==> config.mk <==
export PLATFORM = sky130hd
export DESIGN_NAME = des_key_sched_seq
export DESIGN_NICKNAME = d
export VERILOG_FILES = /design/src/rtl/des_key_pkg.sv /design/src/rtl/des_key_sched_seq_permute_out.sv /design/src/rtl/des_key_sched_seq.sv
export SDC_FILE = /design/constraint.sdc
export NUM_CORES = 1
export LEC_CHECK = 0
export CAP_MARGIN = 15
export CORE_MARGIN = 2
export CORE_UTILIZATION = 55
export CTS_CLUSTER_SIZE = 10
export DETAILED_ROUTE_END_ITERATION = 10
export PLACE_DENSITY = 0.84
export SLEW_MARGIN = 20
export SYNTH_ARGS = -nofsm -noshare
export SYNTH_HDL_FRONTEND = slang
export SYNTH_SLANG_ARGS = --single-unit
==> constraint.sdc <==
create_clock -name clk -period 6 [get_ports clk]
set_clock_uncertainty 0.15 [all_clocks]
set_input_delay 0.9 -clock clk [delete_from_list [all_inputs] [get_ports clk]]
set_output_delay 0.9 -clock clk [all_outputs]
set_load 0.01 [all_outputs]
==> src/rtl/des_key_pkg.sv <==
// Shared tables, widths and helpers for the sequential DES/3DES key schedule.
// Bit numbering follows FIPS 46-3: table entries are 1-based, bit 1 is the MSB.
package des_key_pkg;

  localparam int RND_W  = 4;
  localparam int KIDX_W = 2;

  typedef enum logic [1:0] {
    ST_IDLE = 2'd0,
    ST_LOAD = 2'd1,
    ST_RUN  = 2'd2
  } state_t;

  localparam int PC1 [56] = '{
    57, 49, 41, 33, 25, 17,  9,  1, 58, 50, 42, 34, 26, 18,
    10,  2, 59, 51, 43, 35, 27, 19, 11,  3, 60, 52, 44, 36,
    63, 55, 47, 39, 31, 23, 15,  7, 62, 54, 46, 38, 30, 22,
    14,  6, 61, 53, 45, 37, 29, 21, 13,  5, 28, 20, 12,  4
  };

  localparam int SHIFT [16] = '{1, 1, 2, 2, 2, 2, 2, 2, 1, 2, 2, 2, 2, 2, 2, 1};

  // Parity bits (FIPS 8,16,..,64) never appear in PC1, so subkeys ignore them.
  function automatic logic [55:0] pc1_perm(input logic [63:0] key);
    logic [55:0] r;
    r = '0;
    for (int i = 0; i < 56; i++) r[55-i] = key[64-PC1[i]];
    return r;
  endfunction

  function automatic logic [27:0] rot28(input logic [27:0] v, input logic [1:0] amt,
                                        input logic left);
    logic [27:0] r;
    r = v;
    if (left) begin
      if (amt == 2'd1)      r = {v[26:0], v[27]};
      else if (amt == 2'd2) r = {v[25:0], v[27:26]};
    end else begin
      if (amt == 2'd1)      r = {v[0], v[27:1]};
      else if (amt == 2'd2) r = {v[1:0], v[27:2]};
    end
    return r;
  endfunction

  function automatic logic odd_parity_err(input logic [63:0] key);
    logic err;
    err = 1'b0;
    for (int b = 0; b < 8; b++) if (~^key[8*b +: 8]) err = 1'b1;
    return err;
  endfunction

endpackage

==> src/rtl/des_key_sched_seq_permute_out.sv <==
// PC-2 compression: 56-bit C/D register image to a 48-bit DES round subkey.
module permute_out (
  input  logic [55:0] cd_i,
  output logic [47:0] subkey_o
);

  localparam int PC2 [48] = '{
    14, 17, 11, 24,  1,  5,  3, 28, 15,  6, 21, 10,
    23, 19, 12,  4, 26,  8, 16,  7, 27, 20, 13,  2,
    41, 52, 31, 37, 47, 55, 30, 40, 51, 45, 33, 48,
    44, 49, 39, 56, 34, 53, 46, 42, 50, 36, 29, 32
  };

  always_comb begin
    subkey_o = '0;
    for (int i = 0; i < 48; i++) subkey_o[47-i] = cd_i[56-PC2[i]];
  end

endmodule

==> src/rtl/des_key_sched_seq.sv <==
// Sequential DES/3DES round-key generator: one 48-bit subkey per cycle per key,
// forward (encrypt) or reverse (decrypt) order, under valid/ready backpressure.
module des_key_sched_seq
  import des_key_pkg::*;
#(
  parameter int NUM_KEYS     = 1,
  parameter int PARITY_CHECK = 1
) (
  input  logic                   clk,
  input  logic                   reset,
  input  logic                   start,
  input  logic [64*NUM_KEYS-1:0] key_in,
  input  logic [NUM_KEYS-1:0]    decrypt,
  output logic                   busy,
  output logic                   sk_valid,
  input  logic                   sk_ready,
  output logic [47:0]            subkey,
  output logic [RND_W-1:0]       round_idx,
  output logic [KIDX_W-1:0]      key_idx,
  output logic                   last,
  output logic [NUM_KEYS-1:0]    parity_err
);

  state_t                  state_q;
  logic [64*NUM_KEYS-1:0]  keys_q;
  logic [NUM_KEYS-1:0]     dec_q;
  logic [NUM_KEYS-1:0]     perr_q, perr_d;
  logic [55:0]             cd_q, cd_d;
  logic [47:0]             subkey_q, sk_d;
  logic [RND_W-1:0]        round_q, rnd_d;
  logic [KIDX_W-1:0]       kidx_q;
  logic                    valid_q, busy_q, last_q, last_d;

  logic [63:0]             key_cur, key_nxt;
  logic                    dec_cur, final_of_key, last_key;
  logic [1:0]              sh_amt;
  logic                    sh_left;

  always_comb begin
    key_cur = '0;
    key_nxt = '0;
    dec_cur = 1'b0;
    for (int k = 0; k < NUM_KEYS; k++) begin
      if (kidx_q == KIDX_W'(k)) begin
        key_cur = keys_q[64*k +: 64];
        dec_cur = dec_q[k];
      end
      if (kidx_q + 2'd1 == KIDX_W'(k)) key_nxt = keys_q[64*k +: 64];
    end
  end

  always_comb begin
    perr_d = '0;
    for (int k = 0; k < NUM_KEYS; k++)
      perr_d[k] = (PARITY_CHECK != 0) && odd_parity_err(key_in[64*k +: 64]);
  end

  // A decrypt key starts from C16/D16, which equals the raw PC-1 result.
  always_comb begin
    sh_amt  = 2'd0;
    sh_left = 1'b1;
    rnd_d   = round_q;
    if (!valid_q) begin
      sh_amt = dec_cur ? 2'd0 : 2'(SHIFT[0]);
      rnd_d  = dec_cur ? 4'd15 : 4'd0;
    end else if (dec_cur) begin
      sh_amt  = 2'(SHIFT[round_q]);
      sh_left = 1'b0;
      rnd_d   = round_q - 4'd1;
    end else begin
      sh_amt = 2'(SHIFT[round_q + 4'd1]);
      rnd_d  = round_q + 4'd1;
    end
    cd_d = {rot28(cd_q[55:28], sh_amt, sh_left), rot28(cd_q[27:0], sh_amt, sh_left)};
  end

  assign final_of_key = dec_cur ? (round_q == 4'd0) : (round_q == 4'd15);
  assign last_key     = (kidx_q == KIDX_W'(NUM_KEYS - 1));
  assign last_d       = last_key && (dec_cur ? (rnd_d == 4'd0) : (rnd_d == 4'd15));

  permute_out u_pc2 (
    .cd_i     (cd_d),
    .subkey_o (sk_d)
  );

  always_ff @(posedge clk) begin
    if (reset) begin
      state_q  <= ST_IDLE;
      keys_q   <= '0;
      dec_q    <= '0;
      perr_q   <= '0;
      cd_q     <= '0;
      subkey_q <= '0;
      round_q  <= '0;
      kidx_q   <= '0;
      valid_q  <= 1'b0;
      busy_q   <= 1'b0;
      last_q   <= 1'b0;
    end else begin
      case (state_q)
        ST_IDLE: begin
          if (start) begin
            keys_q  <= key_in;
            dec_q   <= decrypt;
            perr_q  <= perr_d;
            kidx_q  <= '0;
            busy_q  <= 1'b1;
            state_q <= ST_LOAD;
          end
        end
        ST_LOAD: begin
          cd_q    <= pc1_perm(key_cur);
          state_q <= ST_RUN;
        end
        ST_RUN: begin
          if (!valid_q) begin
            cd_q     <= cd_d;
            subkey_q <= sk_d;
            round_q  <= rnd_d;
            last_q   <= last_d;
            valid_q  <= 1'b1;
          end else if (sk_ready) begin
            if (final_of_key) begin
              valid_q <= 1'b0;
              last_q  <= 1'b0;
              if (last_key) begin
                busy_q  <= 1'b0;
                state_q <= ST_IDLE;
              end else begin
                // Key rollover: the PC-1 load of the next key happens here,
                // so only a single empty cycle separates the two streams.
                kidx_q <= kidx_q + 2'd1;
                cd_q   <= pc1_perm(key_nxt);
              end
            end else begin
              cd_q     <= cd_d;
              subkey_q <= sk_d;
              round_q  <= rnd_d;
              last_q   <= last_d;
            end
          end
        end
        default: state_q <= ST_IDLE;
      endcase
    end
  end

  assign busy       = busy_q;
  assign sk_valid   = valid_q;
  assign subkey     = subkey_q;
  assign round_idx  = round_q;
  assign key_idx    = kidx_q;
  assign last       = last_q;
  assign parity_err = perr_q;

endmodule

==> flow_summary.yaml <==
# implementation run metrics
pwr:
  cellLeakagePower_nw: 4.306
  pwr-share-comb_pct: 45.6
  clkPwrFrac_pct: 21.1
  power.density_nw_per_um2: 420.1
  switching_share_pct: 46.44
  p_total_mw: 5.531
  intPower_mw: 2.962
  pwr-share-seq_pct: 33.3
  p_sw_mw: 2.568
  max-vdd-ir-drop_mv: 0.2594
grt:
  antenna_found_initial: 0
  grt_max_degree: 75
  grt_pass1_wl_um: 63230
  grt.overflow.total: 0
  grt_pass1_vias: 11560
clocking:
  clkLatencyLatePin_ps: 450
  cts_tree: "yes"
  cts.clk_slew.worst_paths_ps: 80
  cts.hold.buffers_added: 0
  postCtsSetupRepairBufs: 0
  cts.path.max_buffers: 2
  h-tree-depth: 4
  clkSinkCount: 173
  cts_made_buffers: 17
  ctsResizeCount: 0
  clockRootBuffer: "clkbuf_16"
final_timing:
  finalSetupViolCount: 0
  timing.setup.tns_ps: 0
  hold_viol: 0
  relSlewSlack_pct: 23.01
  fin_ws_ps: 2143
  rsz0062_at_grt: "no"
  finalCritPeriodShare_pct: 64.29
  fmax_ghz: 0.2593
  fin_crit_ps: 3857
  slew_violations: 0
  tightest_slew_ps: 1155
floorplan:
  dieArea_um2: 21830
  ios: 127
  core_um2: 20230
  tap_cells: 270
  die_y_um: 147.7
  fp_util_pct: 56.16
flow_run:
  cap_viol_max_count: 0
  warnings: 31
critical_path:
  critPathTopFamily: "AND-OR/OR-AND gates"
  crit_buf_inv: 2
  start_kind: "flop"
  slowest_stage: "a22oi_2"
  required_ps: 6250
  crit_path_cell_trace: "inv_1, ha_1, a21boi_0, a22oi_2, and2_2, buf_4, nand2_1, a211oi_1, a31o_1"
  worstSetupPathType: "reg2reg"
  cp_slowest_stage_delay_ps: 930
  arrival_ps: 4100
  cp-end-kind: "flop"
  crit_path_max_fanout: 53
routing:
  num_vias: 12490
  drt-initial-drc-count: 2075
  wl_um: 40240
  drc: 0
  first_pass_iters: 7
yosys:
  synth.distinct_cells: 72
  top_cells_by_area: "dfxtp_1, nand2_1, a21oi_1"
  yosysWarnings: 0
  synth_flop_count: 173
  synth.avg_cell_area_um2: 7.285
  yosys-top-cells-count: "nand2_1, a21oi_1, dfxtp_1"
  synth_nets: 1637
  ff_type: "dfxtp_1"
  top_cell_area_share_pct: 30.47
  syn_area_um2: 11360
  edf_count: 0
  ys_async_sr_fraction_pct: 0
  synth_top_cell_by_count: "nand2_1"
finish:
  inverters: 25
  num_antenna_cells: 0
  fin_nets: 1656
  nClkBuffers: 17
  dominant_cells: "multi-input combinational cells"
  regArea_um2: 3465
  clockNetworkAreaShare_pct: 4.723
  logic_gates: 1213
  final_layout_size_suffix_gt1_share_pct: 6.595
  nFillCells: 1773
  syn_to_final_growth_pct: 15.85
  seq_cells: 173
  layout_top_cells: "nand2_1, a21oi_1, dfxtp_1"
placement:
  hpwl_um: 27000
  dpl.cell_count: 1830
  gp_congestion: 1.018
  port_buffers: 126
  place_worst_setup_slack_ps: 1972
status:
  outcome: "complete, no violations"
min_path:
  hold_path_class: "reg2reg"
==> per-layer routing <==
layer | up-vias | part of all wire, % | GRT usage, %
met2 | 947 | 42 | 52.65
met4 | 0 | 4.5 | 17.45
met5 | - | 0 | 0
li1 | 5659 | - | -
met3 | 162 | 14 | 10.86
met1 | 5721 | 39 | 49.53
==> flip-flops by register name (all words and copies together) (netlist names) <==
register and count:
cd_q 56, keys_q 56, subkey 48, round_idx 4, key_idx 2, state_q 2
busy 1, dec_q 1, last 1, parity_err 1, sk_valid 1
==> metrics by stage <==
stage	instance area, um2	hold WS [ps]	utilization [%]
floorplan	11360	295.0	-
global placement	12510	298.9	61.85
detailed placement	12540	302.0	61.98
CTS	13160	314.8	65.06
global route	13170	347.1	65.07
finish	13170	311.7	65.07
==> cell families after synthesis <==
family	count (synthesis)	share of synthesized area, %
xor+xnor	57	4.393
fa+ha+maj	8	0.8808
simple gates	528	20.52
buf+inv	174	6.473
flops	173	30.47
mux	51	4.624
compound gates	569	32.63
==> final timing paths <==
path                             endpoint  depth (start not counted)                     from  slack [ps]
setup reg to reg  subkey[36]$_SDFFE_PP0P_                          9  key_idx[0]$_SDFFE_PP0P_        2140
hold reg to reg   subkey[41]$_SDFFE_PP0P_                          2  subkey[41]$_SDFFE_PP0P_         310
setup / recovery  subkey[36]$_SDFFE_PP0P_                          9  key_idx[0]$_SDFFE_PP0P_        2140
hold / removal    subkey[41]$_SDFFE_PP0P_                          2  subkey[41]$_SDFFE_PP0P_         310
==> power by group through the flow <==
stage | registers [mW] | logic (mW) | clock network [mW]
after CTS | 1.80 | 2.45 | 1.16
after global routing | 1.86 | 2.72 | 1.22
final | 1.84 | 2.52 | 1.17
after floorplan | 1.67 | 1.78 | 0
after detailed placement | 1.83 | 2.43 | 0
after global placement | 1.82 | 2.37 | 0
wires.png
Bar = 50 um. Two of the layers only.
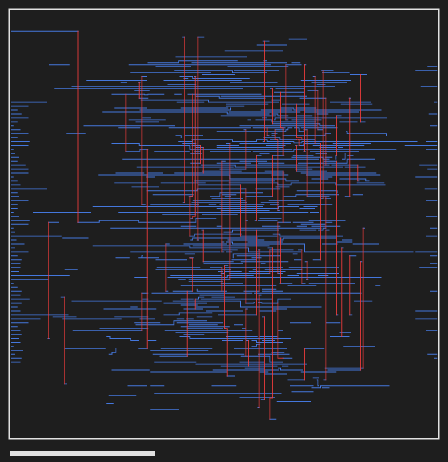
legend:
  metal 3:
    color: blue
    wire_length: 5830 um
  metal 4:
    color: red
    wire_length: 1800 um
All-Layer GR Usage: 36.39%
WL per Instance: 21.61 um

placement_by_type.png
Bar = 50 um.
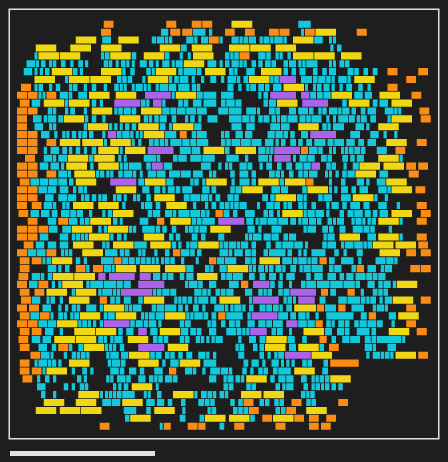
legend:
  other buffers and delay cells:
    color: orange
    cells: 149
    share_of_their_area: 11%
  clock drivers and dummy loads:
    color: purple
    cells: 32
    share_of_their_area: 4.8%
  flops:
    color: yellow
    cells: 173
    share_of_their_area: 27%
  combinational and other logic:
    color: cyan
    cells: 1238
    share_of_their_area: 57%
fin area: 13170 um2
num rows: 52
flop share of the area: 26.31%

congestion.png
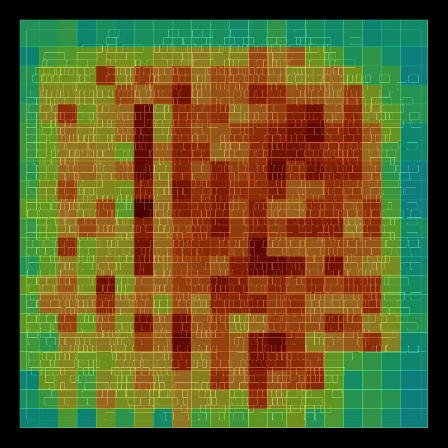
met2 Usage GRT: 52.65%
GRT busiest layer: met2

logic_types.png
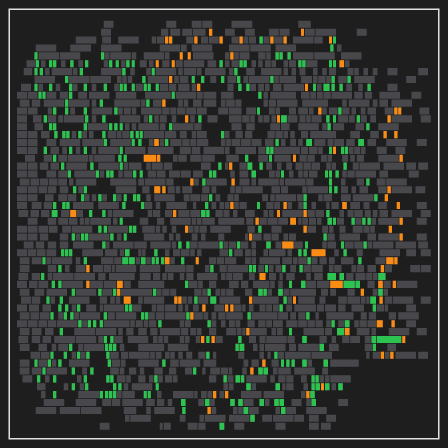
legend:
  NAND gates:
    color: green
    cells: 356
    most_used: nand2_1
    where: all over the die
  NOR gates:
    color: orange
    cells: 99
    most_used: nor2_1
most frequent logic cell in the layout: nand2_1
Final Non-Filler Cells: 1862
fraction of area in multi-input gates: 54.66%

Power is estimated from default activity; no workload was simulated.
